Run 1, sequential cells coloured by netlist name:
(6 px per um)
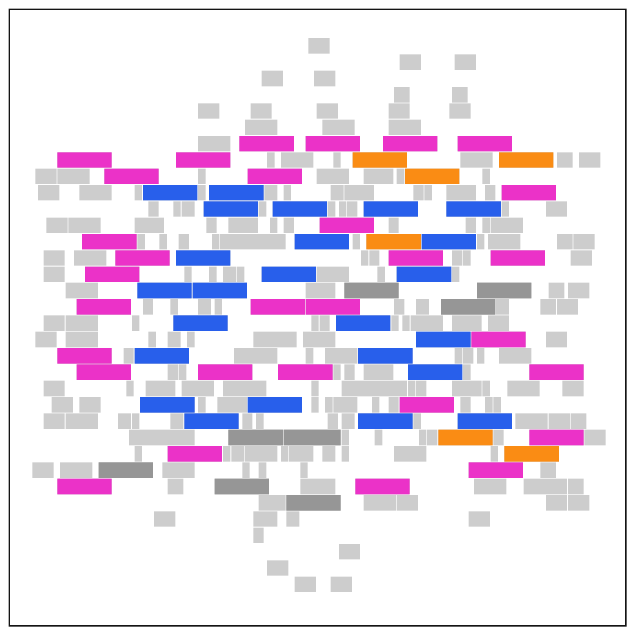
Run 1, placed standard cells:
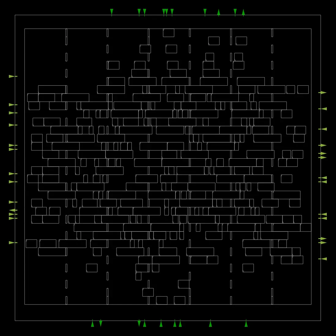
Run 1, signal metal coverage by tile:
(4 px per um) 21 x 21 tiles, from dark blue (low) to red (high), scaled to the fullest tile. Values are wire area over tile area, all layers added.
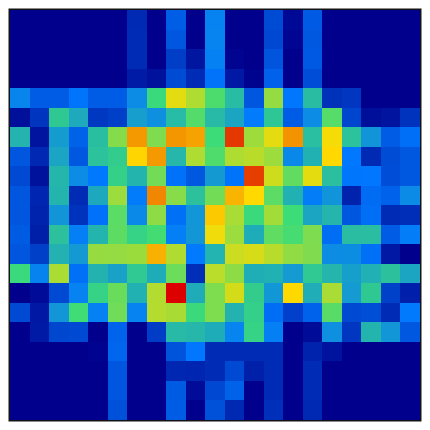
==> config.mk <==
export PLATFORM = sky130hd
export DESIGN_NAME = tmds_lane_serializer
export DESIGN_NICKNAME = d
export VERILOG_FILES = /design/src/rtl/tmds_lane_serializer.sv
export SDC_FILE = /design/constraint.sdc
export NUM_CORES = 1
export LEC_CHECK = 0
export CORE_MARGIN = 3
export CORE_UTILIZATION = 30
export DETAILED_ROUTE_END_ITERATION = 8
export GPL_TIMING_DRIVEN = 0
export PLACE_DENSITY = 0.56
export SYNTH_ARGS = -nofsm -noshare
export SYNTH_HDL_FRONTEND = slang
export SYNTH_SLANG_ARGS = --single-unit
==> constraint.sdc <==
create_clock -name clk_tmds -period 2 [get_ports clk_tmds]
set_input_delay 0.4 -clock clk_tmds [delete_from_list [all_inputs] [get_ports clk_tmds]]
set_output_delay 0.4 -clock clk_tmds [all_outputs]
set_load 0.02 [all_outputs]
==> impl_metrics.ini, run 1 <==
; physical design summary
[status]
status = completed

[grt]
grt_antenna_before_repair = 0
grt-ovfl-total = 0
grt_max_degree = 37
grt_pass1_wl_mm = 8.79
grt_pass1_vias = 1701

[clock_tree]
clk_latency_ps = 340
postCtsSetupBuffers = 0
cts-root-buf = clkbuf_8
clk_pin_slew_ps = 70
hold_buffers = 0
cts_sinks = 68
cts_made_buffers = 9
cts_max_level = 3
cts_buffer_depth = 2
cts_tree = built

[placement]
place_area_um2 = 3390
routabilityCongestion = 0.712
hpwlAfterDp_mm = 3.50
dp_slack_ps = -173

[power_and_ir_drop]
p_sw_share_pct = 21.1
p_switching_uw = 717
combPwrFrac_pct = 13.1
pwr-share-seq_pct = 45.9
power_density_nw_per_um2 = 929
p_leak_uw = 0.00180
p_int_uw = 2670
power.share.clock_pct = 41.0
vdd_drop_max_mv = 0.375

[final_timing]
rsz0062_at_grt = false
final-setup-viol-count = 0
timing.fmax_mhz = 539
slew_viol_final = 0
fin_ws_ps = 144
tightest_slew_ps = 729
slew_headroom_pct = 51.3
finalCriticalPeriod_ps = 1860
hold_violations = 0
clock_skew_ps = 8.06
period_used_pct = 92.8

[setup_path]
path_buffers = 4
crit_chain = inv_1 > ha_2 > nand2_2 > inv_2 > buf_6 > buf_4
arrival_ps = 1460
path_class = flip-flop to output port
rrSetupSlack_ps = 440
cp.depth = 6
rr_worst_depth = 6
critPathMaxFanout = 11
worstPathRequired_ps = 1600
cp_top_family = buffers and inverters
crit_slowest_cell = dfrtp_1
end_kind = output port

[floorplanning]
die_h_um = 103
die-area_um2 = 10500
die-width_um = 103
initCoreUtil_pct = 31.4
core-area_um2 = 8890

[logic_synthesis]
async_reset_ff_share_pct = 100
synth-edff-count = 0
post-synth-top-area-cell = dfrtp_1
most_common_cell = dfrtp_1
synth_cells = 219
yosys-stat-cells = 219
yosys_warnings = 0
post_synth.cell_area_avg_um2 = 12.8
ys_chip_area_um2 = 2800
top_cells_by_area = dfrtp_1, mux2_4, nand2_1
synth-main-ff-cell = dfrtp_1
synth_nets = 255
syn_area_um2 = 2800
ys_top_cells_by_count = dfrtp_1, nand2_1, mux2_4, inv_1, o21ai_1
ys.flops = 68
top_cell_area_share_pct = 60.0

[drt]
antenna_left = 0
drc = 0
first_iter_violations = 43
dr.pass1.iters = 4
via_per_inst = 4.29

[final_layout]
finalInstanceArea_um2 = 3650
fillers = 852
largest_reg_flops = 30
drive_gt1_share_pct = 25.4

[worst_hold_path]
hp-class = flip-flop to flip-flop
whs_path_depth = 1

[flow_run]
warnings = 27
drv_cap = 0
## Picture notes: 'sequential cells coloured by netlist name'
Magenta shows hold_q, placed flops 30. Blue shows sh_q, placed flops 24. Orange shows out_data, placed flops 6.
Another 8 sequential cells are not coloured.
Seq area share: 46.7%
Final Util: 41.0%
Power Sequential: 1560 uW

## Picture notes: 'placed standard cells'
Flops: 68
Rows: 34

## Picture notes: 'signal metal coverage by tile'
17% of the tiles are over half the peak. The emptiest ninth of the die: lower left. The fullest tile reaches 0.32.
drt total wl: 5.28 mm
Vias: 1665
WL/cell: 13.6 um
Tot GR Track Use: 11.1%

## run 1: metrics by stage
step                hold WS (ps)  power (uW)  instances  setup TNS [ps]  util [%]
floorplan                    408        1870        219               0         -
global placement             421        2020        371            -169      38.0
detailed placement           426        2030        372            -173      38.2
CTS                          444        3440        388               0      41.0
global route                 467        3540        388               0      41.0
finish                       445        3390        388               0      41.0
## run 1: layer usage
| layer | vias to the layer above | wire length [um] | track usage [%] |
|---|---|---|---|
| met5 | - | 0 | 0 |
| met3 | 8 | 281 | 3.99 |
| met2 | 37 | 2360 | 16.4 |
| li1 | 811 | - | - |
| met4 | 0 | 73 | 3.63 |
| met1 | 809 | 2560 | 15.3 |
## run 1: cell type report
type                            instances  area [um^2]  area share, %
Buffer                                 20          165           4.53
Clock inverter                          4         95.1           2.61
Timing Repair Buffer                   45          453           12.4
Inverter                               20         78.8           2.16
Tap cell                              108          135           3.70
Clock buffer                           12          155           4.25
Multi-Input combinational cell        111          863           23.7
Sequential cell                        68         1700           46.7
## run 1: repair_timing
item	in CTS	in global routing
resized	7	5
endpoints found under the setup margin	2	2
pin swaps	0	0
hold endpoints to repair	0	0
## run 1: worst register-to-register path, cell delays in order (launching register included)
cell	delay (ps)
dfrtp_1	370
inv_1	50
ha_2	200
a21bo_4	230
nand2_4	120
buf_12	170
mux2_4	310
## run 1: cell families (layout without fill, tap and decap cells)
group                    after synthesis  after routing  share of synthesized area [%]
multiplexers                          31             31                           16.5
adder cells (fa/ha/maj)                2              2                          0.895
AND-OR/OR-AND                         32             32                           6.58
AND/OR/NAND/NOR                       46             46                           6.71
buffers and inverters                 40            101                           8.37
flip-flops                            68             68                           60.9
## run 1: power groups by stage
stage               sequential (uW)  combinational [uW]  clock [uW]
floorplan                      1560                 307           0
global placement               1580                 440           0
detailed placement             1580                 451           0
CTS                            1560                 454        1430
global route                   1570                 493        1480
finish                         1560                 444        1390
## run 1: placed cells by master, fill, tap and decap left out, drive strengths merged, types with 9 or more instances in the layout
| master | count |
|---|---|
| clkdlybuf4s50 | 42 |
| inv | 19 |
| dfrtp | 67 |
| a31oi | 9 |
| o21ai | 15 |
| nand2 | 32 |
| mux2 | 31 |
| buf | 18 |
| nor2 | 11 |
| clkbuf | 17 |
==> inputs of run 2 (changes only) <==
--- a/config.mk
+++ b/config.mk
@@ -6,10 +6,10 @@
 export NUM_CORES = 1
 export LEC_CHECK = 0
 export CORE_MARGIN = 3
-export CORE_UTILIZATION = 30
+export CORE_UTILIZATION = 47
 export DETAILED_ROUTE_END_ITERATION = 8
 export GPL_TIMING_DRIVEN = 0
-export PLACE_DENSITY = 0.56
+export PLACE_DENSITY = 0.78
 export SYNTH_ARGS = -nofsm -noshare
 export SYNTH_HDL_FRONTEND = slang
 export SYNTH_SLANG_ARGS = --single-unit
Run 2, nets reached from selected ports:
(6 px per um)
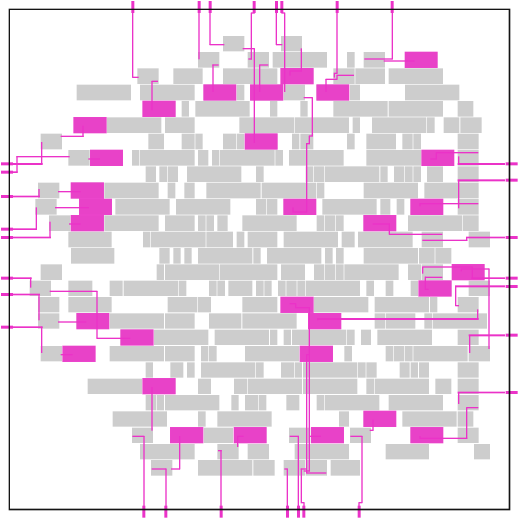
Magenta shows sym_data, direction input, end cells 30, buffers 30, wire 598 um.
IO Count: 45
# port buffers: 44

Run 2, signal metal coverage by tile:
(4 px per um) 17 x 17 tiles, from dark blue (low) to red (high), scaled to the fullest tile. Values are wire area over tile area, all layers added.
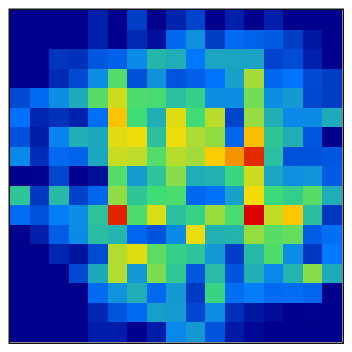
19% of the tiles are nearly empty. The mean over all tiles is 0.12. The densest ninth of the die: centre. 19% of the tiles are over half the peak.
drt total wl: 5.03 mm
Tot GR Track Use: 16.4%
WL/cell: 14.3 um

==> run 2 against run 1 <==
  * Critical path depth decreased by 2
  * Non-clock buffer count unchanged
  * Sequential share of layout area increased by 1.5 points
  * Core utilization increased by 22 points
  * Clock skew decreased by 3.2 ps
  * Critical path type unchanged
  * Critical endpoint is now sym_ready
==> impl_metrics.ini, run 2 <==
; physical design summary
[setup_path]
crit_chain = inv_1 > ha_2 > a21bo_4 > clkdlybuf4s15_1
path_buffers = 2
critPathMaxFanout = 3
worstPathRequired_ps = 1600
cp_top_family = flip-flops
end_kind = output port
path_class = flip-flop to output port
rrSetupSlack_ps = 440
crit_slowest_cell = dfrtp_1

[final_layout]
largest_reg_flops = 30
mostFrequentLayoutCells = dfrtp_1, clkdlybuf4s50_1, nand2_1
comb_area_um2 = 861
fillers = 434
drive_gt1_share_pct = 23.9
final_util_pct = 62.7

[logic_synthesis]
ys.flops = 68
syn_area_um2 = 2800
synth_nets = 255
synth-main-ff-cell = dfrtp_1
synth_cells = 219
top_cells_by_area = dfrtp_1, mux2_4, nand2_1
top_cell_area_share_pct = 60.0
post_synth.cell_area_avg_um2 = 12.8
ys_chip_area_um2 = 2800
yosys-stat-cells = 219
async_reset_ff_share_pct = 100
yosys_warnings = 0

[grt]
grt-ovfl-total = 0
grt_antenna_before_repair = 0
grt_pass1_wl_mm = 8.74

[clock_tree]
clk_latency_ps = 340
cts_made_buffers = 9
cts_sinks = 68
cts-root-buf = clkbuf_8
cts_max_level = 3
hold_buffers = 0
cts_resized = 6
clk_pin_slew_ps = 70

[drt]
vias = 1685
antenna_left = 0
via_per_inst = 4.79
dr.pass1.iters = 4
drc = 0
wl_met2_mm = 2.26
top_layer = met4
wl_met3_um = 364
wl_met1_mm = 2.28

[status]
status = completed

[floorplanning]
initCoreUtil_pct = 49.5
core-area_um2 = 5640
die_h_um = 83.1
die-width_um = 83.1

[placement]
hpwlAfterDp_mm = 3.34

[flow_run]
warnings = 27
drv_cap = 0

[final_timing]
final-setup-viol-count = 0
period_used_pct = 94.3
slew_headroom_pct = 59.4
rsz0062_at_grt = false

[worst_hold_path]
hp-class = flip-flop to flip-flop
whs_path_depth = 1

[power_and_ir_drop]
p_leak_uw = 0.00177
p_total_uw = 3030
## run 2: cell families (layout without fill, tap and decap cells)
kind of cell	Yosys count	in the layout	synth area share (%)
AOI/OAI and AO/OA	32	32	6.58
adders and majority gates	2	2	0.895
buffers and inverters	40	101	8.37
DFF	68	68	60.9
muxes	31	31	16.5
and+or+nand+nor	46	46	6.71
## run 2: power by group
part | internal, uW | leakage [uW] | switching, uW
combinational | 283 | 0.000809 | 166
sequential | 1500 | 0.000867 | 59.4
clock | 552 | 0.0000937 | 477
total | 2330 | 0.00177 | 703
## run 2: metal layers
layer  vias to the layer above  track usage [%]
met3                        10             5.85
met2                        48             23.0
met5                         -                0
met1                       815             22.1
met4                         0             8.92
li1                        812                -
## run 2: worst register-to-register path: cells and delay by family, from the launching register on
kind,cells,cell delay [ps]
adders and majority gates,1,200
muxes,1,310
and+or+nand+nor,1,110
AOI/OAI and AO/OA,1,240
buffers and inverters,2,220
DFF,1,370
## run 2: through the flow
step	instances	instance area, um^2	worst slack, ps	setup TNS (ps)
6_report	352	3540	114	0
5_1_grt	352	3540	13.6	0
4_1_cts	352	3530	21.4	0
3_5_place_dp	336	3350	-120	-120
3_3_place_gp	335	3330	-94.5	-94.5
2_1_floorplan	219	2800	463	0
## run 2: cell type report
class                      count  share of cell area, %
multi-input combinational    111                   24.3
inverter                      20                   2.23
buffer                        20                   4.67
clock inverter                 1                  0.141
clock buffer                  15                   4.99
timing repair buffer          45                   12.9
tap                           72                   2.55
sequential                    68                   48.1
Power figures rest on the tool's default switching activity, not on a simulated workload.
